### src/rtl/img_pkg.sv
`default_nettype none
// +------------------------------------------------------------------+
// | img_pkg: image geometry, bus widths and sequencer state encoding |
// | Rev 1.0                                                          |
// +------------------------------------------------------------------+
package img_pkg;

  localparam int IMG_W   = 100;
  localparam int IMG_H   = 75;
  localparam int IMG_LEN = IMG_W * IMG_H;
  localparam int ADDR_W  = 13;
  localparam int PIX_W   = 8;
  localparam int CNT_W   = 7;

  typedef enum logic [1:0] {
    IDLE  = 2'd0,
    RUN   = 2'd1,
    FLUSH = 2'd2,
    DONE  = 2'd3
  } state_t;

endpackage
`default_nettype wire

### src/rtl/raster_counter.sv
`default_nettype none
// +------------------------------------------------------------------+
// | raster_counter: row-major x/y walker with clear, enable, last    |
// | Rev 1.0                                                          |
// +------------------------------------------------------------------+
module raster_counter
  import img_pkg::*;
#(
  parameter int W  = IMG_W,
  parameter int H  = IMG_H,
  parameter int CW = CNT_W
) (
  input  logic          clk,
  input  logic          rst,
  input  logic          en,
  input  logic          clear,
  output logic [CW-1:0] x,
  output logic [CW-1:0] y,
  output logic          last
);

  localparam logic [CW-1:0] C_X_MAX = CW'(W - 1);
  localparam logic [CW-1:0] C_Y_MAX = CW'(H - 1);

  always_ff @(posedge clk or negedge rst) begin
    if (!rst) begin
      x <= '0;
      y <= '0;
    end else if (clear) begin
      x <= '0;
      y <= '0;
    end else if (en) begin
      if (x == C_X_MAX) begin
        x <= '0;
        y <= (y == C_Y_MAX) ? '0 : y + 1'b1;
      end else begin
        x <= x + 1'b1;
      end
    end
  end

  assign last = (x == C_X_MAX) && (y == C_Y_MAX);

endmodule
`default_nettype wire

### src/rtl/up_sampler.sv
`default_nettype none
// +------------------------------------------------------------------+
// | up_sampler: 2x nearest-neighbour upsampler, source RAM -> raster |
// | Rev 1.0                                                          |
// +------------------------------------------------------------------+
module up_sampler
  import img_pkg::*;
#(
  parameter int SRC_W = 50,
  parameter int SRC_H = 37,
  parameter int DST_W = IMG_W,
  parameter int DST_H = IMG_H,
  parameter int AW    = ADDR_W,
  parameter int DW    = PIX_W
) (
  input  logic          clk,
  input  logic          rst,
  input  logic          start,
  output logic [AW-1:0] rd_addr,
  input  logic [DW-1:0] rd_data,
  output logic [AW-1:0] wr_addr,
  output logic [DW-1:0] wr_data,
  output logic          wr_en,
  output logic          busy,
  output logic          done
);

  localparam logic [CNT_W-1:0] C_YS_MAX = CNT_W'(SRC_H - 1);

  state_t            r_state;
  state_t            w_next;
  logic [CNT_W-1:0]  w_x;
  logic [CNT_W-1:0]  w_y;
  logic              w_last;
  logic              w_run;
  logic [CNT_W-1:0]  w_yh;
  logic [CNT_W-1:0]  w_ys;
  logic [AW-1:0]     w_src_addr;
  logic [AW-1:0]     w_dst_addr;
  logic              r_v1;
  logic              r_v2;
  logic [AW-1:0]     r_dst1;
  logic [AW-1:0]     r_dst2;

  assign w_run = (r_state == RUN);

  raster_counter #(
    .W  (DST_W),
    .H  (DST_H),
    .CW (CNT_W)
  ) u_raster (
    .clk   (clk),
    .rst   (rst),
    .en    (w_run),
    .clear (r_state == IDLE),
    .x     (w_x),
    .y     (w_y),
    .last  (w_last)
  );

  always_ff @(posedge clk or negedge rst) begin
    if (!rst) r_state <= IDLE;
    else      r_state <= w_next;
  end

  // FLUSH lasts until the final pixel has been written, so DONE never overlaps a write.
  always_comb begin
    w_next = r_state;
    busy   = 1'b0;
    done   = 1'b0;
    case (r_state)
      IDLE:  if (start) w_next = RUN;
      RUN: begin
        busy = 1'b1;
        if (w_last) w_next = FLUSH;
      end
      FLUSH: begin
        busy = 1'b1;
        if (!(r_v1 || r_v2 || wr_en)) w_next = DONE;
      end
      DONE: begin
        done = 1'b1;
        if (!start) w_next = IDLE;
      end
      default: w_next = IDLE;
    endcase
  end

  // Source row clamps so the odd trailing destination row reuses the last source row.
  assign w_yh       = w_y >> 1;
  assign w_ys       = (w_yh > C_YS_MAX) ? C_YS_MAX : w_yh;
  assign w_src_addr = AW'(w_ys) * AW'(SRC_W) + AW'(w_x >> 1);
  assign w_dst_addr = AW'(w_y) * AW'(DST_W) + AW'(w_x);

  always_ff @(posedge clk or negedge rst) begin
    if (!rst) begin
      rd_addr <= '0;
      r_v1    <= 1'b0;
      r_dst1  <= '0;
      r_v2    <= 1'b0;
      r_dst2  <= '0;
      wr_en   <= 1'b0;
      wr_addr <= '0;
      wr_data <= '0;
    end else begin
      r_v1 <= w_run;
      if (w_run) begin
        rd_addr <= w_src_addr;
        r_dst1  <= w_dst_addr;
      end
      // Second meta stage matches the one-cycle RAM read latency.
      r_v2   <= r_v1;
      r_dst2 <= r_dst1;
      wr_en  <= r_v2;
      if (r_v2) begin
        wr_addr <= r_dst2;
        wr_data <= rd_data;
      end
    end
  end

endmodule
`default_nettype wire

### config.mk
export PLATFORM = sky130hd
export DESIGN_NAME = up_sampler
export DESIGN_NICKNAME = d
export VERILOG_FILES = /design/src/rtl/img_pkg.sv /design/src/rtl/raster_counter.sv /design/src/rtl/up_sampler.sv
export SDC_FILE = /design/constraint.sdc
export NUM_CORES = 1
export LEC_CHECK = 0
export CAP_MARGIN = 0
export CELL_PAD_IN_SITES_DETAIL_PLACEMENT = 1
export CELL_PAD_IN_SITES_GLOBAL_PLACEMENT = 1
export CORE_MARGIN = 4
export CORE_UTILIZATION = 40
export DETAILED_ROUTE_END_ITERATION = 8
export DONT_BUFFER_PORTS = 1
export PLACE_DENSITY = 0.68
export SYNTH_ARGS = -nofsm -noshare
export SYNTH_HDL_FRONTEND = slang
export SYNTH_SLANG_ARGS = --single-unit
### constraint.sdc
create_clock -name clk -period 4.45 [get_ports clk]
set_input_delay 0.89 -clock clk [delete_from_list [all_inputs] [get_ports clk]]
set_output_delay 0.89 -clock clk [all_outputs]
set_load 0.05 [all_outputs]
==> CHANGELOG.md, run 1 <==
## Flow update

* Initial antenna violation count at 0
* Total Power at 0.00361 W
* Critical path type: flip-flop to flip-flop
* Crit path max fanout at 8
* Top power group: sequential cells
* Setup violations, final at 0
* Worst-Margin Slew at 0.958 ns
* Antenna viol nets, final at 0
* Initial drt markers at 92
* Worst R2R Start: u_raster.y[4]
* Count of cell types in the netlist at 56
* Hold crit path type: primary input to async pin
* Latency at later pin at 0.34 ns
* Top-area cell share at 0.417
* Worst Path Required at 4.67 ns
* Post-DR wirelength/cell at 17.1 um
* Flip-flops with a built-in enable at 0
* CTS clk-pin slew, worst paths at 0.06 ns
* Min Hold Slack at 0.239 ns
* Ant diodes at 0
* Combinational share of power at 0.321
* Input/output buffers at 0
* Avg Inst Size Synth at 10.8 um^2
* Final setup TNS at 0 ns
* Internal power at 0.00196 W
* Hold-fix buffers, CTS at 0
* Nets at 517
* Via density at 5.44
* Leak at 2.46 nW
* Die Wd at 116 um
* CP peak stage delay at 0.50 ns
* Post-Syn Area at 4680 um^2
* Biggest area cells: dfrtp_1, ha_1, mux2_2, xnor2_1, nor2_1
* Max-cap violation count at 0
* Top cells by count: dfrtp_1, ha_1, mux2_2, nor2_1, nand2_1
* Post-placement cell area at 4840 um^2
* # fillers at 1,254
* Count leader, synth: dfrtp_1
* Reg-to-reg endpoint: rd_addr[11]
* Yosys stat area at 4680 um^2
* Pre-CTS WS at 0.218 ns
* Critical path's top delay family: adder cells
* All-Layer GR Usage at 0.160
* Bufs and invs on worst path at 1
* Clk buf depth at 2
* FF-to-FF setup slack at 0.33 ns
* Flop pwr share at 0.471
* Routed vias at 3,183
* Synth Seq Share at 0.417
* Clk sink count at 78
* Worst VDD drop at 742 uV
* Number of global-route vias before repair at 3,310
* Most frequent CP cell: ha_1
* Cycle use final at 0.925
* CTS buffer count at 9
* Slew Viols, Final at 0
* Full die area at 13,500 um^2
* P&R area growth vs syn at 10.3%
* Synth warn at 0
* Area leader, netlist: dfrtp_1
* DRC Markers at 0
* Power Density at 699 nW/um^2
* Post_cts resized at 0
* CTS tree: done
* Post-route cell area at 5160 um^2
* CP arrival at 4.34 ns
* First-pass GRT wire length at 16.7 mm
* Post-synthesis net count at 514
* Drt pass-1 iters at 4
* Ys cells at 434
* P_comb at 0.00116 W
* Register bit total from synthesis at 78
* Status: complete, no violations
* Critical-path cell list: inv_1 -> ha_1 -> nor2b_4 -> o21a_4 -> nor2_1 -> ha_1 -> ha_1 -> ha_1 -> ha_1 -> o21ai_0 -> or4b_1 -> nand4_2 -> nand4_2 -> or2_0 -> a221o_1
* Tool warning count at 38
* Die height at 116 um
* # rows at 39
* DRT Wirelength at 9.99 mm
* Clock Tree Root: clkbuf_16
* RSZ-0062 raised after global routing: no
* Post-CTS Setup Bufs at 0
* Final Hold Vio Count at 0
* Commonest flop: dfrtp_1
* R2R depth at 15
* Critical Path Slowest Stage Cell: or4b_1
run 1: how the worst max path moves through the flow:
stage,cells after the start,startpoint,endpoint,slack [ns]
2_1_floorplan,15,u_raster.y[5],rd_addr[11],0.46
3_3_place_gp,15,u_raster.y[5],rd_addr[11],0.39
3_5_place_dp,15,u_raster.y[5],rd_addr[11],0.22
4_1_cts,15,u_raster.y[5],rd_addr[11],0.19
5_1_grt,15,u_raster.y[4],rd_addr[11],0.02
6_report,15,u_raster.y[4],rd_addr[11],0.33
run 1: registers in the layout (all words and copies together) (netlist names):
| name | cells |
|---|---|
| r_dst2 | 13 |
| rd_addr | 13 |
| wr_addr | 13 |
| r_dst1 | 12 |
| wr_data | 8 |
| u_raster.x | 7 |
| u_raster.y | 7 |
| r_state | 2 |
| r_v1 | 1 |
| r_v2 | 1 |
| wr_en | 1 |
run 1: area by class of cell:
class / count / area [um^2] / area share
multi-input combinational: 321 / 2610 / 0.506
timing repair buffer: 4 / 30.0 / 0.00581
clock inverter: 7 / 80.1 / 0.0155
tap: 143 / 179 / 0.0346
sequential: 78 / 1950 / 0.378
clock buffer: 9 / 225 / 0.0436
inverter: 23 / 86.3 / 0.0167
run 1: routing by layer:
layer  track usage  share of wire  wire length [um]
met2         0.265           0.49              4880
met3        0.0280          0.034               337
met5             0              0                 0
met4        0.0650          0.019               194
met1         0.206           0.46              4580
run 1: cells by family after synthesis:
kind of cell	count (synthesis)	share of synthesized area
adder cells (fa/ha/maj)	69	0.191
multiplexers	34	0.0812
XOR/XNOR	28	0.0524
AND-OR/OR-AND	84	0.114
AND/OR/NAND/NOR	106	0.116
flip-flops	78	0.417
buffers and inverters	35	0.0291
==> run_1/ff_map.png <==
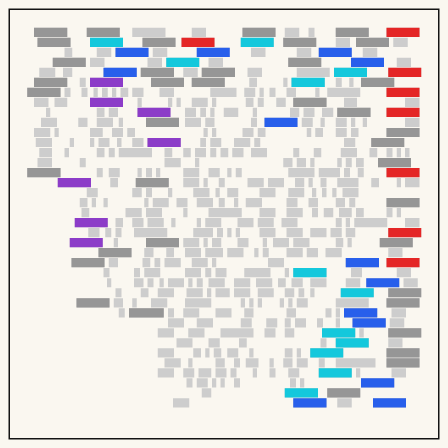
Key: blue = r_dst2 [flops 13]; purple = u_raster.x [flops 7]; red = wr_data [flops 8]; cyan = r_dst1 [flops 12]
Seq/total area: 0.378
sequential cell area: 1950 um^2
Power Sequential: 0.00170 W
utilization after layout: 0.452

==> run_1/clock_nets.png <==
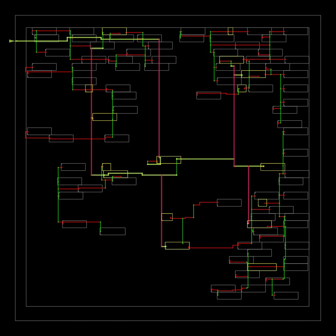
P_clk: 0.000752 W
clock skew: 0.00749 ns

==> run_1/gates.png <==
Scale bar: 20 um.
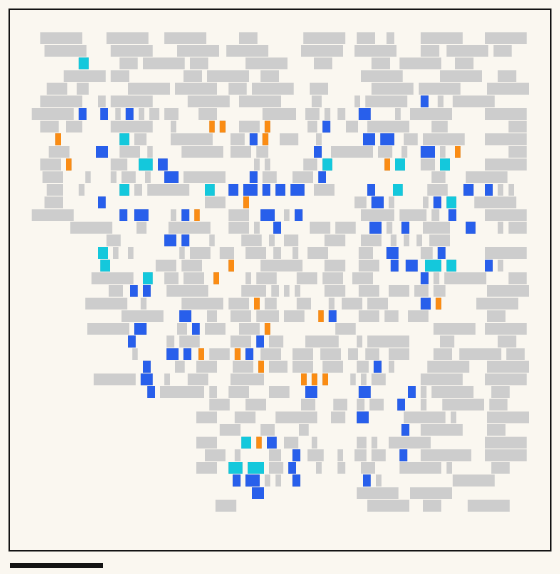
Key: cyan = and/or cells [cells 18]; orange = inv cells [cells 23, where centre]; blue = aoi and oai cells [cells 76]
logic share of the area: 0.506
most used logic cell in the final layout: dfrtp_1

==> inputs of run 2 (changes only) <==
--- a/config.mk
+++ b/config.mk
@@ -10,9 +10,10 @@
 export CELL_PAD_IN_SITES_GLOBAL_PLACEMENT = 1
 export CORE_MARGIN = 4
 export CORE_UTILIZATION = 40
+export CTS_CLUSTER_SIZE = 28
 export DETAILED_ROUTE_END_ITERATION = 8
 export DONT_BUFFER_PORTS = 1
-export PLACE_DENSITY = 0.68
+export PLACE_DENSITY = 0.71
 export SYNTH_ARGS = -nofsm -noshare
 export SYNTH_HDL_FRONTEND = slang
 export SYNTH_SLANG_ARGS = --single-unit
==> constraint.sdc (replaced) <==
create_clock -name clk -period 3.7 [get_ports clk]
set_input_delay 0.74 -clock clk [delete_from_list [all_inputs] [get_ports clk]]
set_output_delay 0.74 -clock clk [all_outputs]
set_load 0.05 [all_outputs]
==> run_2/gates.png <==
Scale bar: 20 um.
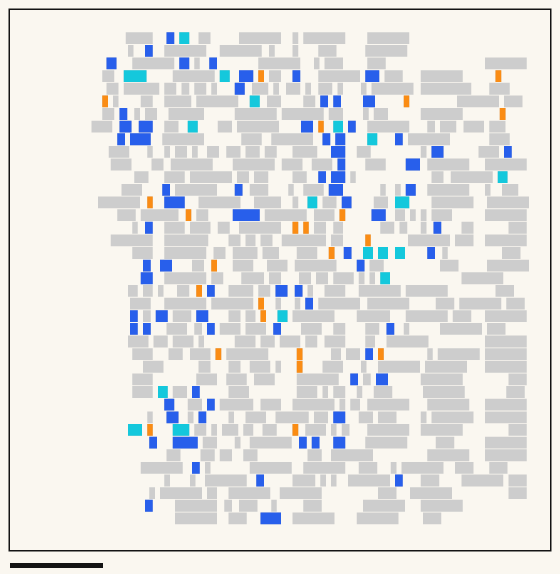
Key: orange = inv cells [cells 23]; cyan = and/or cells [cells 18]; blue = aoi and oai cells [cells 76]
final non-filler cell total: 613
logic share of the area: 0.511

==> run_2/pinout.png <==
Pins as bars across the die edge, other pins in grey.
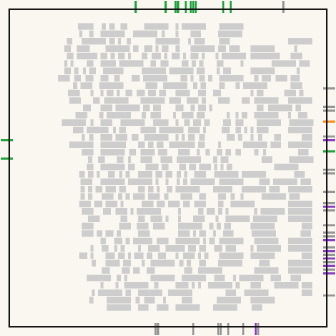
Key: purple = rd_data [pins 8, direction input, edge 7 east, 1 south]; orange = wr_en [pins 1, direction output, edge east]; green = rd_addr [pins 13, direction output, edge 10 north, 2 west, 1 east]
All pins by edge: 26 east, 11 north, 9 south, 2 west.
Die Wd: 116 um
die height: 116 um
input/output buffers: 0

==> run_2/ff_map.png <==
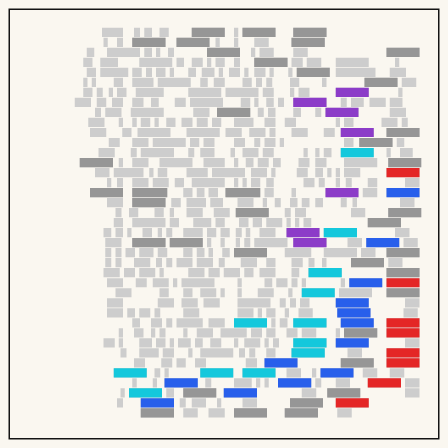
Key: red = wr_data [flops 8, where south-east]; purple = u_raster.x [flops 7]; cyan = r_dst1 [flops 12]; blue = r_dst2 [flops 13]
utilization after layout: 0.495
Seq/total area: 0.346
Power Sequential: 0.00203 W
sequential cell area: 1950 um^2

==> run 2 against run 1 <==
The flow now finishes with violations (negative setup slack). Die area is the same. Count of clock-buffer cells in the layout increased by 2. Cell count grew 4.8%. Wire length increased by 19%. Critical path depth is 1 lower. Hold slack worse by 0.14 ns. Clock power increased by 22%. Combinational power increased by 43%. Critical endpoint unchanged. Largest cell class unchanged. Largest power group unchanged.
==> CHANGELOG.md, run 2 <==
## Flow update

* Status: finished, violations left
* Failing checks: negative setup slack
* Clk sink count at 78 (unchanged)
* Critical Path Slowest Stage Cell: or4b_4
* P&R area growth vs syn at 20.6%
* Routed met3 length at 326 um (-3.3%)
* Leak at 2.59 nW (+5.2%)
* Worst VDD drop at 647 uV (-13%)
* Count of cell types in the netlist at 56 (unchanged)
* GRT met1 Usage at 0.226 (+0.0203)
* Clock Tree Root: clkbuf_16
* Pre-CTS WS at -0.126 ns (-0.344 ns)
* Most frequent CP cell: ha_4
* Yosys stat area at 4680 um^2 (unchanged)
* Critical path's top delay family: simple AND/OR/NAND/NOR gates
* Post-Syn Area at 4680 um^2 (unchanged)
* RSZ-0062 raised after global routing: yes
* Synth Seq Share at 0.417 (unchanged)
* CP peak stage delay at 0.54 ns (+0.04 ns)
* Post-route minimum period at 3.70 ns
* All-Layer GR Usage at 0.176 (+0.0166)
* Ys async rst share at 1.00
* Post-route cell area at 5650 um^2 (+9.4%)
* Via density at 5.61 (+3.1%)
* Final setup TNS at -0.00478 ns (-0.00478 ns)
* Nets at 545 (+5.4%)
* Met3 Use GR at 0.0254 (-0.00259)
* Post-placement cell area at 5100 um^2 (+5.3%)
* Synth warn at 0 (unchanged)
* Min Hold Slack at 0.0957 ns (-0.143 ns)
* Levels on crit path at 14 (-1)
* Avg Inst Size Synth at 10.8 um^2 (unchanged)
* Initial antenna violation count at 0 (unchanged)
* Post-DR wirelength/cell at 19.3 um (+13%)
* DRT Wirelength at 11.8 mm (+19%)
* Final Hold Vio Count at 0 (unchanged)
* Gr busiest metal: met2
* Cycle use final at 1.00 (+0.0764)
* Antenna viol nets, final at 0 (unchanged)
* Critical path type: flip-flop to flip-flop
* # rows at 39 (unchanged)
* Met2 wire len at 6.10 mm (+25%)
* CTS buffer count at 9 (unchanged)
* Worst setup margin at -0.00478 ns
* Worst-Margin Slew at 0.890 ns (-0.0683 ns)
* Routed vias at 3,438 (+8.0%)
* Clock skew at 0.00780 ns (+0.000303 ns)
* Grt met2 use at 0.301 (+0.0359)
* Setup violations, final at 1 (+1)
* R2R depth at 14 (-1)
* Clk buf depth at 2 (unchanged)
* Flip-flops with a built-in enable at 0 (unchanged)
* Endpoint class of the critical path: flip-flop
* Tool warning count at 39 (+2.6%)
* Crit path max fanout at 4 (-4)
* Drt pass-1 iters at 4 (unchanged)
* Total Power at 0.00460 W (+27%)
* Ant diodes at 0 (unchanged)
* Uppermost routed layer: met4
* Max-cap violation count at 0 (unchanged)
* Full die area at 13,500 um^2 (unchanged)
* Bufs and invs on worst path at 0 (-1)
* First-pass GRT wire length at 18.7 mm (+12%)
* Top cells by count: dfrtp_1, ha_1, mux2_2, nor2_1, nand2_1
* CTS tree: done
* Commonest flop: dfrtp_1
* Slew Viols, Final at 0 (unchanged)
* Number of global-route vias before repair at 3,788 (+14%)
* Area leader, netlist: dfrtp_1
* Most used logic cell in the final layout: dfrtp_1
* Count leader, synth: dfrtp_1
* Timing-limited maximum frequency at 270 MHz
* DRC Markers at 0 (unchanged)
* Ys cells at 434 (unchanged)
* Biggest area cells: dfrtp_1, ha_1, mux2_2, xnor2_1, nor2_1
* Critical-path cell list: ha_4 -> nor2b_4 -> o21a_4 -> nor2_4 -> ha_4 -> ha_4 -> ha_4 -> ha_4 -> o21ai_2 -> or4b_4 -> nand4_4 -> nand4_4 -> or2_0 -> a221o_1
* Hold-fix buffers, CTS at 0 (unchanged)
* CTS clk-pin slew, worst paths at 0.06 ns (about the same)
* WL met1 at 5.24 mm (+14%)
* Register bit total from synthesis at 78 (unchanged)
* Post-synthesis net count at 514 (unchanged)
* Power Density at 814 nW/um^2 (+16%)
* Latency at later pin at 0.34 ns (about the same)
## run 2: cell counts after synthesis
No cell type changed its count.
## run 2: logic make-up after synthesis
kind of cell,after synthesis,share of synthesized area
flops,78,0.417
buf+inv,35,0.0291
compound gates,84,0.114
fa+ha+maj,69,0.191
mux,34,0.0812
xor+xnor,28,0.0524
simple gates,106,0.116
## run 2: repair_timing
| action | in CTS | in global routing |
|---|---|---|
| resized | 9 | 21 |
| setup buffers | 5 | 2 |
| pin swaps | 4 | 17 |
| setup endpoints to repair | 3 | 4 |
## run 2: area by class of cell
| type | instances | area, um^2 |
|---|---|---|
| fillers | 1228 | 5770 |
| multi-input cells | 321 | 2890 |
| flip-flops and latches | 78 | 1950 |
| clock buffers | 11 | 243 |
| repair buffers | 32 | 240 |
| well taps | 143 | 179 |
| inverters | 23 | 86.3 |
| clock inverters | 5 | 63.8 |
## run 2: where the power goes
| part | switching [W] | leakage (nW) | internal, W |
|---|---|---|---|
| clock network | 0.000367 | 0.147 | 0.000549 |
| registers | 0.000835 | 0.979 | 0.00119 |
| logic | 0.000904 | 1.46 | 0.000753 |
| total | 0.00211 | 2.59 | 0.00250 |
## run 2: worst paths after layout
path / startpoint / slack, ns / to
setup / recovery: u_raster.y[6] / -0.005 / rd_addr[11]
hold / removal: rst / 0.1 / wr_data[4]
setup reg to reg: u_raster.y[6] / -0.005 / rd_addr[11]
hold reg to reg: r_v1 / 0.37 / r_v2
max in group asynchronous: rst / 3.50 / u_raster.y[6]
min in group clk: r_v1 / 0.37 / r_v2
## run 2: stage by stage
stage          utilization  instances
6_report             0.495        613
5_1_grt              0.495        613
4_1_cts              0.482        611
3_5_place_dp         0.447        590
3_3_place_gp         0.447        590
2_1_floorplan            -        434
Power figures rest on the tool's default switching activity, not on a simulated workload.
